$ cat src/rtl/wb_loader_pkg.sv
// Shared constants and state encoding for the byte-stream to Wishbone loader.
package wb_loader_pkg;

  localparam logic [7:0] CmdWrite    = 8'h57;
  localparam logic [7:0] CmdRead     = 8'h52;
  localparam logic [7:0] CmdHold     = 8'h48;
  localparam logic [7:0] CmdGo       = 8'h47;

  localparam logic [7:0] RespOk      = 8'h4B;
  localparam logic [7:0] RespTimeout = 8'h54;
  localparam logic [7:0] RespBad     = 8'h3F;

  localparam logic [2:0] ReplyShort  = 3'd1;
  localparam logic [2:0] ReplyRead   = 3'd5;

  typedef enum logic [2:0] {StIdle, StAddr, StData, StBus, StResp} state_e;

  function automatic logic is_bus_cmd(input logic [7:0] b);
    return (b == CmdWrite) || (b == CmdRead);
  endfunction

endpackage

$ cat src/rtl/wb_loader_tx.sv
// Reply serializer: holds up to five bytes and presents them one at a time on a
// valid/ready interface, byte 0 first.
module wb_loader_tx
  import wb_loader_pkg::*;
(
  input  logic        clock,
  input  logic        reset,
  input  logic        load,
  input  logic [2:0]  load_len,
  input  logic [39:0] load_bytes,
  input  logic        tx_ready,
  output logic [7:0]  tx_data,
  output logic        tx_valid,
  output logic        done
);

  logic [39:0] buf_q;
  logic [2:0]  len_q;
  logic [2:0]  idx_q;
  logic        last;

  assign last    = (idx_q == 3'(len_q - 3'd1));
  assign done    = tx_valid & tx_ready & last;
  assign tx_data = buf_q[{idx_q, 3'b000} +: 8];

  always_ff @(posedge clock) begin
    if (reset) begin
      buf_q    <= '0;
      len_q    <= '0;
      idx_q    <= '0;
      tx_valid <= 1'b0;
    end else if (load) begin
      buf_q    <= load_bytes;
      len_q    <= load_len;
      idx_q    <= '0;
      tx_valid <= 1'b1;
    end else if (tx_valid && tx_ready) begin
      if (last) begin
        tx_valid <= 1'b0;
        idx_q    <= '0;
      end else begin
        idx_q <= idx_q + 3'd1;
      end
    end
  end

endmodule

$ cat src/rtl/wb_loader.sv
// Host command parser that issues single Wishbone cycles and returns status/read bytes;
// also owns the CPU hold line used while images are loaded.
module wb_loader
  import wb_loader_pkg::*;
#(
  parameter int unsigned TIMEOUT_CYCLES = 255,
  parameter bit          HOLD_ON_RESET  = 1'b1
) (
  input  logic        clock,
  input  logic        reset,
  input  logic [7:0]  rx_data,
  input  logic        rx_valid,
  output logic        rx_ready,
  output logic [7:0]  tx_data,
  output logic        tx_valid,
  input  logic        tx_ready,
  output logic [31:0] wb_addr_o,
  output logic [31:0] wb_data_o,
  output logic        wb_cyc_o,
  output logic        wb_strobe_o,
  output logic        wb_we_o,
  input  logic [31:0] wb_data_i,
  input  logic        wb_ack_i,
  output logic        cpu_hold,
  output logic        busy
);

  state_e      state_q;
  logic [1:0]  cnt_q;
  logic        is_write_q;
  logic [31:0] addr_sh_q;
  logic [31:0] data_sh_q;
  logic [7:0]  tmo_q;
  logic        rx_fire;
  logic        tmo_last;
  logic        tx_load;
  logic [2:0]  tx_len;
  logic [39:0] tx_bytes;
  logic        tx_done;

  assign rx_ready = (state_q == StIdle) || (state_q == StAddr) || (state_q == StData);
  assign busy     = (state_q != StIdle);
  assign rx_fire  = rx_valid & rx_ready;
  assign tmo_last = (tmo_q == 8'(TIMEOUT_CYCLES - 1));

  // Reply is loaded on the same edge that finishes the command, so the first
  // byte appears one cycle later.
  always_comb begin
    tx_load  = 1'b0;
    tx_len   = ReplyShort;
    tx_bytes = {32'h0, RespOk};
    unique case (state_q)
      StIdle: begin
        if (rx_fire && !is_bus_cmd(rx_data)) begin
          tx_load = 1'b1;
          if (rx_data != CmdHold && rx_data != CmdGo) tx_bytes = {32'h0, RespBad};
        end
      end
      StBus: begin
        if (wb_ack_i) begin
          tx_load  = 1'b1;
          tx_len   = is_write_q ? ReplyShort : ReplyRead;
          tx_bytes = {wb_data_i, RespOk};
        end else if (tmo_last) begin
          tx_load  = 1'b1;
          tx_bytes = {32'h0, RespTimeout};
        end
      end
      default: ;
    endcase
  end

  always_ff @(posedge clock) begin
    if (reset) begin
      state_q     <= StIdle;
      cnt_q       <= '0;
      is_write_q  <= 1'b0;
      addr_sh_q   <= '0;
      data_sh_q   <= '0;
      tmo_q       <= '0;
      wb_addr_o   <= '0;
      wb_data_o   <= '0;
      wb_cyc_o    <= 1'b0;
      wb_strobe_o <= 1'b0;
      wb_we_o     <= 1'b0;
      cpu_hold    <= HOLD_ON_RESET;
    end else begin
      unique case (state_q)
        StIdle: begin
          if (rx_fire) begin
            cnt_q      <= '0;
            is_write_q <= (rx_data == CmdWrite);
            state_q    <= is_bus_cmd(rx_data) ? StAddr : StResp;
            if (rx_data == CmdHold) cpu_hold <= 1'b1;
            if (rx_data == CmdGo)   cpu_hold <= 1'b0;
          end
        end
        StAddr: begin
          if (rx_fire) begin
            addr_sh_q <= {rx_data, addr_sh_q[31:8]};
            cnt_q     <= cnt_q + 2'd1;
            if (cnt_q == 2'd3) begin
              if (is_write_q) begin
                state_q <= StData;
              end else begin
                wb_addr_o   <= {rx_data, addr_sh_q[31:8]};
                wb_cyc_o    <= 1'b1;
                wb_strobe_o <= 1'b1;
                wb_we_o     <= 1'b0;
                tmo_q       <= '0;
                state_q     <= StBus;
              end
            end
          end
        end
        StData: begin
          if (rx_fire) begin
            data_sh_q <= {rx_data, data_sh_q[31:8]};
            cnt_q     <= cnt_q + 2'd1;
            if (cnt_q == 2'd3) begin
              wb_addr_o   <= addr_sh_q;
              wb_data_o   <= {rx_data, data_sh_q[31:8]};
              wb_cyc_o    <= 1'b1;
              wb_strobe_o <= 1'b1;
              wb_we_o     <= 1'b1;
              tmo_q       <= '0;
              state_q     <= StBus;
            end
          end
        end
        StBus: begin
          if (wb_ack_i || tmo_last) begin
            wb_cyc_o    <= 1'b0;
            wb_strobe_o <= 1'b0;
            wb_we_o     <= 1'b0;
            state_q     <= StResp;
          end else begin
            tmo_q <= tmo_q + 8'd1;
          end
        end
        StResp: begin
          if (tx_done) state_q <= StIdle;
        end
        default: state_q <= StIdle;
      endcase
    end
  end

  wb_loader_tx u_tx (
    .clock      (clock),
    .reset      (reset),
    .load       (tx_load),
    .load_len   (tx_len),
    .load_bytes (tx_bytes),
    .tx_ready   (tx_ready),
    .tx_data    (tx_data),
    .tx_valid   (tx_valid),
    .done       (tx_done)
  );

endmodule

$ cat config.mk
export PLATFORM = sky130hd
export DESIGN_NAME = wb_loader
export DESIGN_NICKNAME = d
export VERILOG_FILES = /design/src/rtl/wb_loader_pkg.sv /design/src/rtl/wb_loader_tx.sv /design/src/rtl/wb_loader.sv
export SDC_FILE = /design/constraint.sdc
export NUM_CORES = 1
export LEC_CHECK = 0
export ABC_AREA = 1
export CORE_ASPECT_RATIO = 1.2
export CORE_MARGIN = 4
export CORE_UTILIZATION = 60
export CTS_CLUSTER_DIAMETER = 40
export DETAILED_ROUTE_END_ITERATION = 6
export DONT_BUFFER_PORTS = 1
export PLACE_DENSITY_LB_ADDON = 0.3
export SLEW_MARGIN = 20
export SYNTH_ARGS = -nofsm -noshare
export SYNTH_HDL_FRONTEND = slang
export SYNTH_SLANG_ARGS = --single-unit
$ cat constraint.sdc
create_clock -name clock -period 3.58 [get_ports clock]
set_input_delay 0.537 -clock clock [delete_from_list [all_inputs] [get_ports clock]]
set_output_delay 0.537 -clock clock [all_outputs]
set_load 0.005 [all_outputs]
Fig. 1: met1 routing
Scale bar: 20 um. Cells faint in the background.
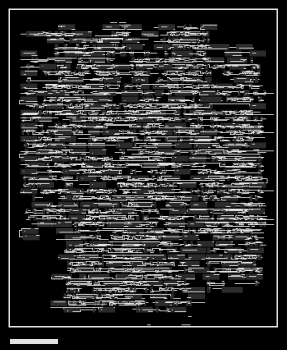
984 nets have wire on it. The wires run mostly horizontal. The layer holds 41% of the routed length.

Fig. 2: M2 wires
Cells faint in the background.
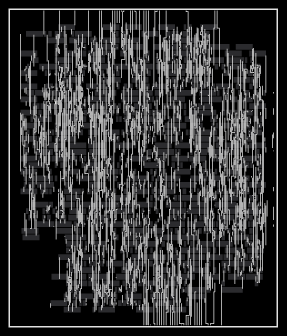
The wires run mostly vertical. The layer carries 8680 um of wire.
GR Layer Usage met2: 0.419
detailed-route via count: 6560

==> results.txt <==
fresh numbers from the pnr run: status=finished clean, final critical-path required period=2.47 ns, CTS tree=built, DP HPWL=around 12 mm, PwrDens=~490 nW/um^2, Worst setup endpoint=tx_data[4], Post-Route Skew=~0.011 ns, seq pwr=between 2000 and 2500 uW, power share of the sequential group=0.508, die footprint=between 10000 and 15000 um^2, clock network power share=0.461, combinational fraction of design power=0.031, met3 WL=about 1.5 mm, Clk power=1820 uW, CTS Root Cell=clkbuf_16, Final GP Congestion=between 0.8 and 0.9, synthesis-to-layout area growth=6.71%, number of flops mapped to enable cells by yosys=0, Worst R2R Start=state_q[2], Switching Fraction=0.233, combinational power=122 uW, yosys aoi share=0.157, Synth top cells by count=nand2_1, nor2_1, dfxtp_1, o21ai_0, nand3_1, Max-Cap Viols=0, Top logic family=simple AND/OR/NAND/NOR gates, DRC Markers=0, CTS HTree Levels=4, Port Buffers=0, Pwr Total=around 4000 uW, setup_tns=0 ns, 1st-iter DRT viols=about 570, die span in y=131 um, gr ovfl total=0, number of diodes=0, io pins=about 120, Met2 Wirelength=slightly below 9 mm, Placed Cells incl. Taps=around 1200, Hold Crit Class=input pin to flop, met1 Usage GRT=0.298, Hold Crit Depth=1, top_reg_cell synth=dfxtp_1, drt first pass iters=5, max-slew violations=0, Adder Share, Synth=0.00663, yosys cell count=~1100, WS Path Type=flop to primary output, FMAX=between 0.4 and 0.5 GHz, worst slew pin tran=between 0.9 and 1 ns, Async SR Flop Fraction=0, core area=12200 um^2, non-filler cells, final=1185, Cell Type Count=33, gr busiest metal=met2, layout cells sized above 1=0.0645, vias per inst=around 5.5, PostCTS Resize Cnt=0, antenna violations before repair=0, fin crit share=0.691, post-synth top area share=0.474, Hold Fails Final Rpt=0, Crit path required time=3.04 ns, Syn Nets=1101, total CTS buffers=17, top power group=registers, YS warnings=0, CP Launch Point=u_tx.idx_q[0], number of fill cells=1110, Mux area share=0, nets=about 1100, FP Core Util=0.618, Reg clk slew, reported paths=0.07 ns, Max Root-Sink Buffers=2, yosys xor share=0.00464, mapped cell area=about 7600 um^2, GR Util All Layers=0.249, Latency at later pin=0.43 ns, highest routed layer=met4, startpoint types=flop, buffer count from post-CTS setup fixing=0, worst hold start=reset, FP Rows=about 44, stage-log warning count=27, # setup viols final=0, pin count of the biggest net entering global routing=92, Simple-Gate Area Share=0.284, cell count after synthesis=roughly 1100, post-synth top area cell=dfxtp_1, arrival time at the worst endpoint=around 1.9 ns
Fig. 3: met3 routing
Scale bar: 20 um. Cells faint in the background.
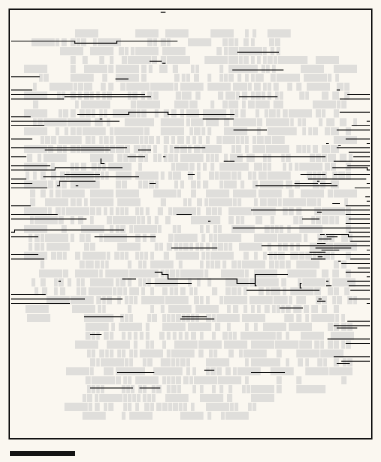
The wires run mostly horizontal. The longest straight run is 41.6 um. The layer carries 1460 um of wire. The layer holds 8.1% of the routed length. 107 nets have wire on it.
met3 usage: 0.0801
WL final: 18.0 mm

-- through the flow --
stage / cell area, um^2 / hold slack (ns) / utilization / setup slack, ns
after global placement: 7480 / 0.439 / 0.612 / 1.21
after global routing: 8060 / 0.150 / 0.659 / 0.867
final: 8060 / 0.171 / 0.659 / 1.11
after CTS: 8060 / 0.156 / 0.659 / 1.12
after floorplan: 7550 / 0.426 / - / 1.86
after detailed placement: 7480 / 0.440 / 0.612 / 1.15
-- cell type report --
cell class | count | area, um^2 | area share
Timing Repair Buffer | 8 | 60.1 | 0.00745
Clock inverter | 14 | 139 | 0.0172
Tap cell | 161 | 201 | 0.0250
Sequential cell | 179 | 3580 | 0.445
Multi-Input combinational cell | 746 | 3410 | 0.424
Clock buffer | 18 | 439 | 0.0545
Inverter | 59 | 223 | 0.0276
-- layout by cell type (no fill, tap or decap), drive strengths merged, types with 2 or more instances in the layout --
cell type,Yosys,final
xor2,2,2
dfxtp,179,179
clkbuf,47,18
nand3,88,88
nand4,5,5
nor2,197,197
o32ai,2,2
o21ai,114,114
o211ai,2,2
xnor2,2,2
clkinv,2,5
o31ai,6,6
a21oi,80,80
inv,57,65
o22ai,19,19
buf,21,8
ha,4,4
clkinvlp,0,2
nand2,222,222
-- state kept, by name, summed over array words and instances, names as in the netlist --
signal,flops
cnt_q,2
wb_addr_o,32
cpu_hold,1
wb_data_o,32
data_sh_q,24
u_tx.idx_q,3
u_tx.buf_q,36
tmo_q,8
state_q,3
addr_sh_q,32
u_tx.len_q,2
is_write_q,1
wb_strobe_o,1
u_tx.tx_valid,1
wb_we_o,1
-- worst max-delay path, stage by stage, from the launching register on --
cell and delay [ns]:
dfxtp_1 0.61, buf_4 0.28, inv_1 0.12, a21oi_1 0.21
nand2_1 0.08, nand3_1 0.09, o31ai_1 0.11
Power figures rest on the tool's default switching activity, not on a simulated workload.
